### src/rtl/multi_clock_divider.sv
// multi_clock_divider: independent programmable clock divider channels
// driven from one system clock. Each channel has a pending/active divisor
// pair so a new divisor only takes effect at a period boundary, plus a
// global sync that restarts every running channel at count 0.
module multi_clock_divider #(
  parameter int          CHANNELS  = 4,
  parameter int          DIV_W     = 32,
  parameter int unsigned RESET_DIV = 2
) (
  input  logic                      clock_in,
  input  logic                      reset,
  input  logic [CHANNELS*DIV_W-1:0] divisor,
  input  logic [CHANNELS-1:0]       load,
  input  logic [CHANNELS-1:0]       enable,
  input  logic                      sync,
  output logic [CHANNELS-1:0]       clock_out,
  output logic [CHANNELS-1:0]       tick,
  output logic [CHANNELS-1:0]       pending
);

  for (genvar i = 0; i < CHANNELS; i++) begin : g_ch
    logic [DIV_W-1:0] cnt;
    logic [DIV_W-1:0] div_act;
    logic [DIV_W-1:0] div_pend;
    logic             pend_valid;
    logic             active;
    logic             clk_q;
    logic             tick_q;

    logic [DIV_W-1:0] slice;
    logic [DIV_W-1:0] cnt_nxt;
    logic [DIV_W-1:0] div_nxt;
    logic             running;
    logic             wrap;
    logic             restart;
    logic             apply;
    logic             running_nxt;

    assign slice = divisor[i*DIV_W +: DIV_W];

    // A divisor of 0 or 1 is a stop condition even with enable high.
    assign running = enable[i] && (div_act >= DIV_W'(2));
    assign wrap    = (cnt == div_act - DIV_W'(1));

    // 'active' remembers whether the outputs were running after the last
    // edge; a channel that was idle restarts at count 0 so its first output
    // cycle is the high phase with a tick.
    assign restart = wrap || sync || !active;

    // The pending divisor is taken at any boundary, including every stopped
    // edge so a stopped channel can be started by loading a valid divisor.
    assign apply   = pend_valid && (!running || restart);
    assign div_nxt = apply ? div_pend : div_act;
    assign cnt_nxt = (!running || restart) ? '0 : cnt + DIV_W'(1);

    assign running_nxt = enable[i] && (div_nxt >= DIV_W'(2));

    // Per-channel counter, divisor pair and registered outputs.
    always_ff @(posedge clock_in or negedge reset) begin
      if (!reset) begin
        cnt        <= '0;
        div_act    <= DIV_W'(RESET_DIV);
        div_pend   <= '0;
        pend_valid <= 1'b0;
        active     <= 1'b0;
        clk_q      <= 1'b0;
        tick_q     <= 1'b0;
      end else begin
        cnt     <= cnt_nxt;
        div_act <= div_nxt;
        active  <= running_nxt;
        clk_q   <= running_nxt && (cnt_nxt < (div_nxt >> 1));
        tick_q  <= running_nxt && (cnt_nxt == '0);
        // A load on a boundary edge queues behind the value applied now.
        if (load[i]) begin
          div_pend   <= slice;
          pend_valid <= 1'b1;
        end else if (apply) begin
          pend_valid <= 1'b0;
        end
      end
    end

    assign clock_out[i] = clk_q;
    assign tick[i]      = tick_q;
    assign pending[i]   = pend_valid;
  end

endmodule

### config.mk
export PLATFORM = sky130hd
export DESIGN_NAME = multi_clock_divider
export DESIGN_NICKNAME = d
export VERILOG_FILES = /design/src/rtl/multi_clock_divider.sv
export SDC_FILE = /design/constraint.sdc
export NUM_CORES = 1
export LEC_CHECK = 0
export ABC_CLOCK_PERIOD_IN_PS = 5600
export CAP_MARGIN = 40
export CELL_PAD_IN_SITES_DETAIL_PLACEMENT = 1
export CELL_PAD_IN_SITES_GLOBAL_PLACEMENT = 1
export CORE_MARGIN = 5
export CORE_UTILIZATION = 40
export CTS_CLUSTER_DIAMETER = 200
export CTS_CLUSTER_SIZE = 10
export DETAILED_ROUTE_END_ITERATION = 8
export DONT_BUFFER_PORTS = 1
export GPL_TIMING_DRIVEN = 0
export PLACE_DENSITY_LB_ADDON = 0.1
export SYNTH_ARGS = -nofsm -noshare
export SYNTH_HDL_FRONTEND = slang
export SYNTH_SLANG_ARGS = --single-unit
### constraint.sdc
create_clock -name clock_in -period 5.6 [get_ports clock_in]
set_input_delay 1.12 -clock clock_in [delete_from_list [all_inputs] [get_ports clock_in]]
set_output_delay 1.12 -clock clock_in [all_outputs]
set_load 0.005 [all_outputs]
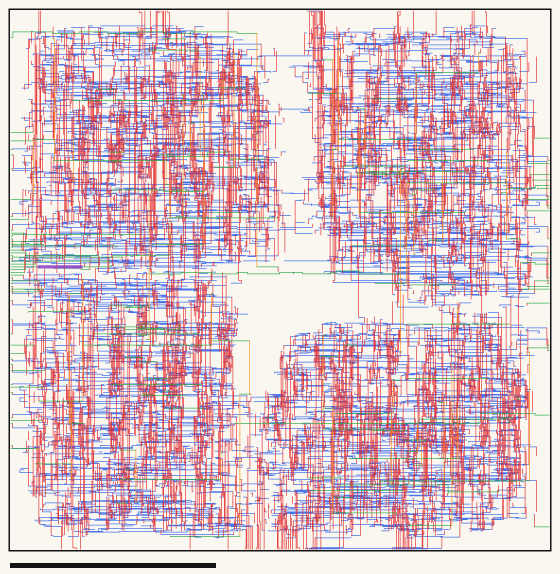
(run_1/layers.png)
Bar = 100 um.
Blue stands for M1, wire length 36.6 mm. Purple stands for M5, wire length 20.2 um. Red stands for M2, wire length 38.2 mm. Green stands for M3, wire length 3230 um. Orange stands for M4, wire length 1800 um.
Routed WL: 79.9 mm
total track usage: 22.5%

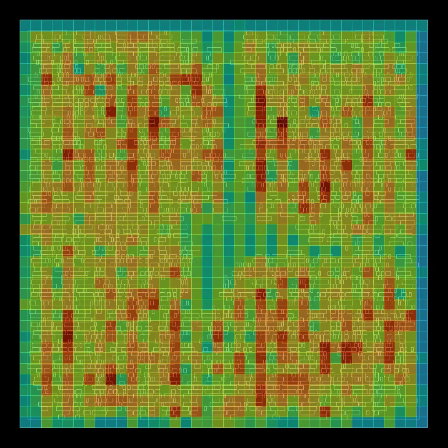
(run_1/congestion_map.png)
met1 Usage GRT: 30.3%
GR Util met2: 38.1%

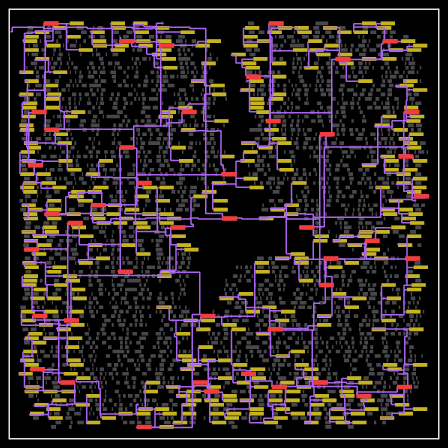
(run_1/clock_wires.png)
Red stands for clock-net drivers, count 45. Yellow stands for flip-flops, count 400. Purple stands for clock wires, length 6330 um.
There are 46 routed clock nets. Position of the flops: widely spread.
Fin Clk Skew: 0.0313 ns
clk pwr: 2730 uW
Latency at later pin: 0.58 ns
clock share of power: 35.4%

==> impl_metrics.py, run 1 <==
# Auto-generated metrics
metrics = {
    "synthesis": {
        "syn_area_per_cell_um2": 9.58,
        "edf_count": 0,
        "synth-main-ff-cell": "dfrtp_1",
        "synth.logic.top_family": "simple AND/OR/NAND/NOR gates",
        "yosysChipArea_um2": 25500,
        "netlist_instances": 2663,
        "synth_top_cell_by_count": "dfrtp_1",
        "ys_sh_simple_pct": 19.1,
    },
    "cells_and_area": {
        "comb_share_pct": 51.2,
        "clkCellAreaFrac_pct": 4.45,
        "nNetsFinal": 3009,
        "finalCoreUtilization_pct": 45.6,
        "fill_cells": 7155,
    },
    "setup_path": {
        "path_depth": 21,
        "crit_arrival_ns": 5.87,
        "cp-endpoint": "g_ch[3].clk_q",
        "slowest_delay_ns": 0.61,
        "r2r-start": "g_ch[3].div_act[8]",
        "start_kind": "flip-flop",
        "crit_family": "simple AND/OR/NAND/NOR gates",
    },
    "timing": {
        "whs_ns": 0.257,
        "tightest_slew_ns": 1.03,
        "slew_viol_final": 0,
    },
    "floorplan": {
        "die_area_um2": 68900,
        "ios": 151,
    },
    "pwr": {
        "peakVddDrop_v": 0.000238,
        "power_density_nw_per_um2": 268,
        "maxPowerGroup": "registers",
        "p_sw_uw": 2420,
    },
    "route": {
        "ant_nets": 0,
        "via_count": 20400,
        "wire_per_inst_um": 22.1,
        "highest_layer": "met5",
    },
    "run_status": {
        "status": "completed",
    },
    "clock_network": {
        "clk_pin_slew_ns": 0.06,
        "post-cts-setup-buffers": 13,
    },
    "worst_hold_path": {
        "hp-class": "input pin to async pin",
    },
}
--- run 2 (diff from run 1) ---
--- a/config.mk
+++ b/config.mk
@@ -5,6 +5,7 @@
 export SDC_FILE = /design/constraint.sdc
 export NUM_CORES = 1
 export LEC_CHECK = 0
+export ABC_AREA = 0
 export ABC_CLOCK_PERIOD_IN_PS = 5600
 export CAP_MARGIN = 40
 export CELL_PAD_IN_SITES_DETAIL_PLACEMENT = 1
==> constraint.sdc (replaced) <==
create_clock -name clock_in -period 5.6 [get_ports clock_in]
set_input_delay 1.12 -clock clock_in [delete_from_list [all_inputs] [get_ports clock_in]]
set_output_delay 1.12 -clock clock_in [all_outputs]
set_load 0.02 [all_outputs]
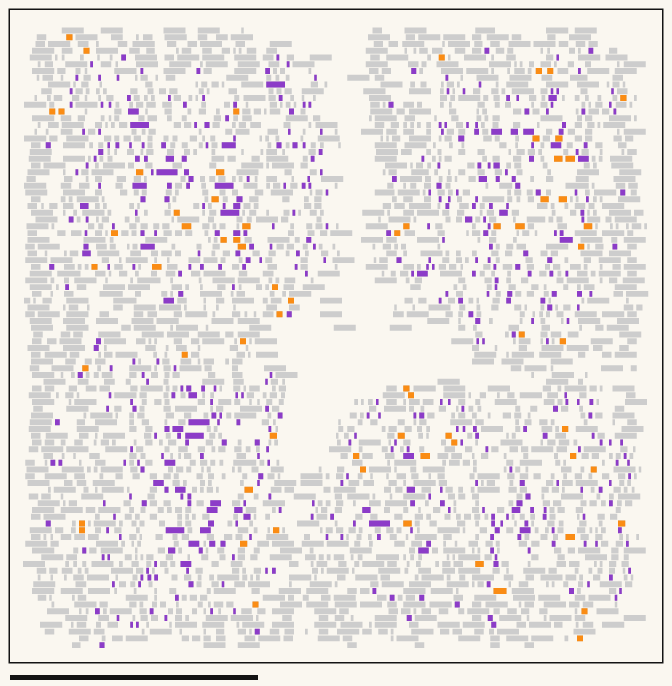
(run_2/gates.png)
Bar = 100 um.
Purple stands for nor cells, cells 458, where widely spread. Orange stands for non-inverting ao/oa cells, cells 66, where widely spread.

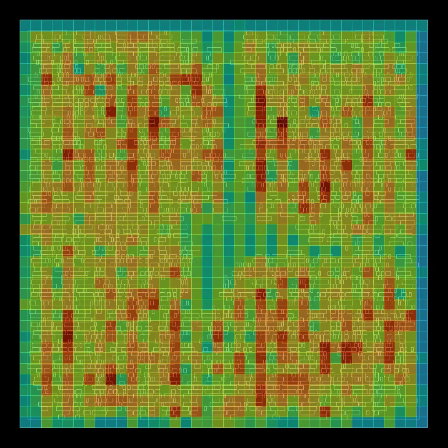
(run_2/congestion_map.png)
WL per Instance: 22.1 um
busiest layer in global routing: met2

==> run 2 against run 1 <==
Wire length unchanged. Non-clock buffer count unchanged. Synthesized area unchanged. Register-to-register slack about the same. Synthesized cell count did not move. Total power hardly changed. Sequential cell count did not move. Die size unchanged. Cell area did not move. Via count unchanged.
==> impl_metrics.py, run 2 <==
# Auto-generated metrics
metrics = {
    "route": {
        "wl_met2_mm": 38.2,
        "highest_layer": "met5",
        "wl_met1_mm": 36.6,
        "dr_wl_met3_mm": 3.23,
        "ant_nets": 0,
        "routed_wl_mm": 79.9,
        "via_count": 20400,
    },
    "pwr": {
        "seq_cell_power_uw": 3560,
        "maxPowerGroup": "registers",
        "p_clk_uw": 2730,
        "power_frac_clock_pct": 35.3,
        "power_density_nw_per_um2": 269,
        "peakVddDrop_v": 0.000238,
        "p_sw_uw": 2420,
        "pwr-share-comb_pct": 18.6,
    },
    "cells_and_area": {
        "finalCoreUtilization_pct": 45.6,
        "fill_cells": 7155,
        "regArea_um2": 10000,
        "inv_count": 155,
        "nNetsFinal": 3009,
        "largest_registers": "g_ch.cnt (128), g_ch.div_act (128), g_ch.div_pend (128)",
        "ff_count": 400,
        "layout_top_cell": "dfrtp_1",
        "comb_share_pct": 51.2,
        "buffers": 192,
        "clkCellAreaFrac_pct": 4.45,
    },
    "global_routing": {
        "grtUsageTotal_pct": 22.5,
        "use_met2_pct": 38.1,
        "grt_pass1_vias": 21900,
        "grtUsageMet3_pct": 3.76,
        "use_met1_pct": 30.3,
    },
    "setup_path": {
        "timing.critical_path.buf_inv": 2,
        "crit_family": "simple AND/OR/NAND/NOR gates",
        "cp-endpoint": "g_ch[3].clk_q",
        "start_kind": "flip-flop",
        "critPathLaunch": "g_ch[3].div_act[8]",
        "crit_arrival_ns": 5.87,
        "crit_type": "flip-flop to flip-flop",
        "slowest_delay_ns": 0.61,
        "r2r-start": "g_ch[3].div_act[8]",
        "rr_worst_depth": 21,
        "worstPathMaxFanout": 10,
        "path_depth": 21,
        "path_cells": "nor4_4 > and4_4 > buf_4 > o211ai_1 > a221oi_1 > nand4_1 > or4_1 > o21ai_4 > nand2_4 > buf_4 > mux2i_2 > ha_1 > a21o_1 > a21o_1 > a21oi_1 > o21ai_2 > o21ai_2 > nor2_2 > nor2_1 > o221ai_1 > nor3b_2",
        "r2r_slack_ns": 0.21,
    },
    "floorplan": {
        "die_area_um2": 68900,
        "core_area_um2": 63100,
        "die_x_um": 263,
        "ios": 151,
    },
    "clock_network": {
        "cts_root_buffer": "clkbuf_16",
        "clk_pin_slew_ns": 0.06,
        "cts_buffers": 45,
        "insertion_delay_ns": 0.58,
        "clock_sinks": 400,
        "post-cts-setup-buffers": 13,
    },
    "synthesis": {
        "edf_count": 0,
        "ys_sh_simple_pct": 19.1,
        "ys_cells": 2663,
        "mux_share_pct": 11.2,
        "seq_area_frac_synth_pct": 39.2,
        "syn_area_per_cell_um2": 9.58,
        "yosysChipArea_um2": 25500,
        "synthTopCellsByCount": "dfrtp_1, nor2_1, xnor2_1",
        "synth_top_cell_by_count": "dfrtp_1",
        "synth-main-ff-cell": "dfrtp_1",
        "yosys-top-cells-area": "dfrtp_1, mux2_2, ha_1, xnor2_1, mux2i_1",
        "synthAdderAreaFrac_pct": 6.47,
        "netlist_instances": 2663,
        "synth.logic.top_family": "simple AND/OR/NAND/NOR gates",
    },
    "timing": {
        "tightest_slew_ns": 1.03,
        "slew_viol_final": 0,
        "period_needed_ns": 5.39,
        "whs_ns": 0.257,
        "tns_ns": 0,
        "clock_skew_ns": 0.0313,
    },
    "place": {
        "dpl-instance-area_um2": 26700,
        "pre_cts_slack_ns": -1.59,
    },
    "worst_hold_path": {
        "hp-class": "input pin to async pin",
    },
    "run_status": {
        "status": "completed",
    },
}
==> run_2/layers.png <==
Bar = 100 um.
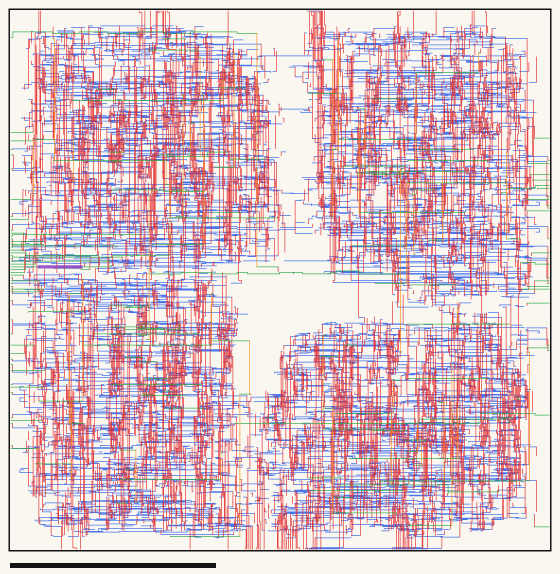

--- run 3 (diff from run 2) ---
==> constraint.sdc (replaced) <==
create_clock -name clock_in -period 5.6 [get_ports clock_in]
set_input_delay 0.84 -clock clock_in [delete_from_list [all_inputs] [get_ports clock_in]]
set_output_delay 0.84 -clock clock_in [all_outputs]
set_load 0.02 [all_outputs]
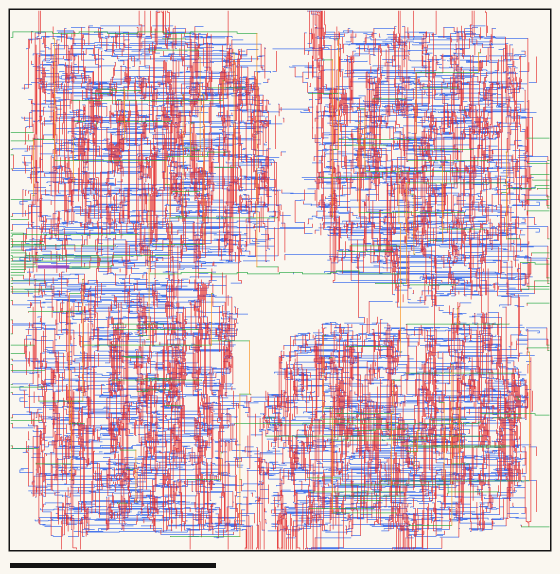
(run_3/layers.png)
Bar = 100 um.
Purple stands for M5, wire length 13.8 um. Orange stands for M4, wire length 1830 um. Blue stands for M1, wire length 36.5 mm. Red stands for M2, wire length 38.3 mm. Green stands for M3, wire length 3420 um.
via count: 20400
Routed WL: 80.0 mm
WL per Instance: 22.1 um

==> run 3 against run 2 <==
Sequential cell count stayed put. Wire length is 0.20% higher. Synthesized cell count stayed put. Core utilization about the same. First-iteration DRC count fell by 5.5%. Total power up 0.24%. Cell area about the same. Critical path depth unchanged. Largest power group unchanged. Highest routed layer unchanged.
==> impl_metrics.py, run 3 <==
# Auto-generated metrics
metrics = {
    "floorplan": {
        "placementRows": 92,
        "die_area_um2": 68900,
        "die_x_um": 263,
        "core_area_um2": 63100,
        "ios": 151,
    },
    "synthesis": {
        "ys_cells": 2663,
        "mux_share_pct": 11.2,
        "edf_count": 0,
        "synth_top_cell_by_count": "dfrtp_1",
        "synthTopCellsByCount": "dfrtp_1, nor2_1, xnor2_1",
        "synth.cellmix.compoundShare_pct": 8.56,
        "ys_sh_simple_pct": 19.1,
        "yosysChipArea_um2": 25500,
        "synth.logic.top_family": "simple AND/OR/NAND/NOR gates",
        "seq_area_frac_synth_pct": 39.2,
        "synthAdderAreaFrac_pct": 6.47,
        "netlist_instances": 2663,
        "synth-main-ff-cell": "dfrtp_1",
        "yosys-top-cells-area": "dfrtp_1, mux2_2, ha_1, xnor2_1, mux2i_1",
    },
    "pwr": {
        "seq_cell_power_uw": 3560,
        "pwr-share-comb_pct": 18.8,
        "p_sw_uw": 2440,
        "p_clk_uw": 2730,
        "power_frac_clock_pct": 35.2,
        "peakVddDrop_v": 0.000238,
        "power_density_nw_per_um2": 269,
    },
    "cells_and_area": {
        "ff_count": 400,
        "clkCellAreaFrac_pct": 4.45,
        "antenna_cells": 3,
        "inv_count": 155,
        "fill_cells": 7153,
        "comb_cells": 1944,
        "drive_gt1_share_pct": 14.0,
        "largest_registers": "g_ch.cnt (128), g_ch.div_act (128), g_ch.div_pend (128)",
        "nNetsFinal": 3010,
        "buffers": 193,
        "finalCoreUtilization_pct": 45.6,
        "regArea_um2": 10000,
    },
    "setup_path": {
        "crit_arrival_ns": 5.88,
        "start_kind": "flip-flop",
        "path_cells": "nor4_4 > and4_4 > buf_4 > o211ai_1 > a221oi_1 > nand4_1 > or4_1 > o21ai_4 > nand2_4 > buf_6 > mux2i_2 > ha_1 > a21o_1 > a21o_1 > a21oi_1 > o21ai_2 > o21ai_2 > nor2_2 > nor2_1 > o221ai_1 > nor3b_2",
        "r2r_slack_ns": 0.19,
        "slowest_delay_ns": 0.61,
        "timing.critical_path.buf_inv": 2,
        "crit_family": "simple AND/OR/NAND/NOR gates",
        "r2r-start": "g_ch[3].div_act[11]",
        "path_depth": 21,
        "worstPathMaxFanout": 10,
        "cp-endpoint": "g_ch[3].clk_q",
        "crit_type": "flip-flop to flip-flop",
        "critPathLaunch": "g_ch[3].div_act[11]",
    },
    "place": {
        "hpwl_mm": 61.5,
        "pre_cts_slack_ns": -1.59,
        "dpl-instance-area_um2": 26700,
    },
    "clock_network": {
        "clk_pin_slew_ns": 0.06,
        "cts_buffers": 45,
        "cts_root_buffer": "clkbuf_16",
        "insertion_delay_ns": 0.58,
        "clock_sinks": 400,
        "post-cts-setup-buffers": 13,
    },
    "timing": {
        "whs_ns": 0.0135,
        "clock_skew_ns": 0.0325,
        "slew_viol_final": 0,
        "tns_ns": 0,
        "period_needed_ns": 5.41,
        "tightest_slew_ns": 1.27,
    },
    "run_status": {
        "status": "completed",
    },
    "global_routing": {
        "top_usage_layer": "met2",
        "grtUsageMet3_pct": 3.76,
        "use_met1_pct": 30.3,
        "grtUsageTotal_pct": 22.5,
        "grt_pass1_vias": 21900,
        "antenna_found_initial": 5,
    },
    "route": {
        "dr_wl_met3_mm": 3.42,
        "ant_nets": 0,
        "wl_met2_mm": 38.3,
        "highest_layer": "met5",
    },
    "worst_hold_path": {
        "hp-class": "input pin to async pin",
    },
}
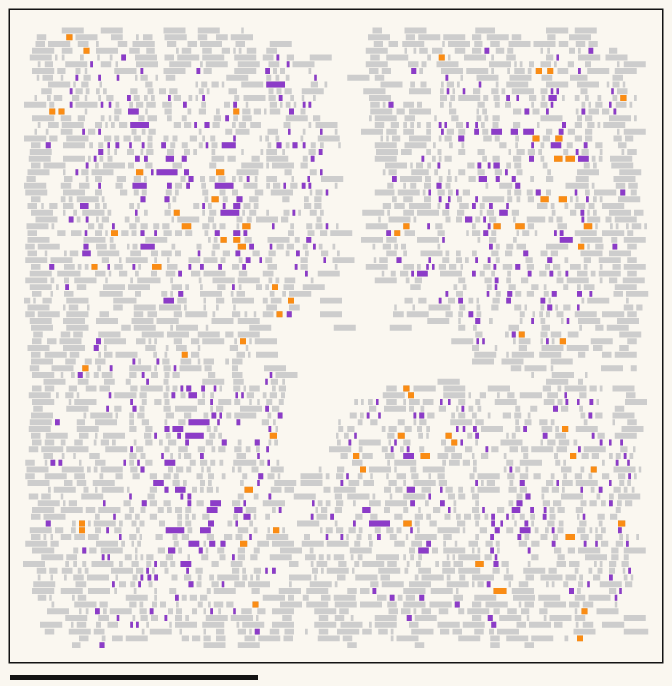
(run_3/gates.png)
Bar = 100 um.
Purple stands for nor cells, cells 458, where widely spread. Orange stands for non-inverting ao/oa cells, cells 66, where widely spread.
Comb/total area: 51.1%
Post-Layout Cell Count: 3624
dominant logic cell type in the layout: dfrtp_1

Power is estimated from default activity; no workload was simulated.
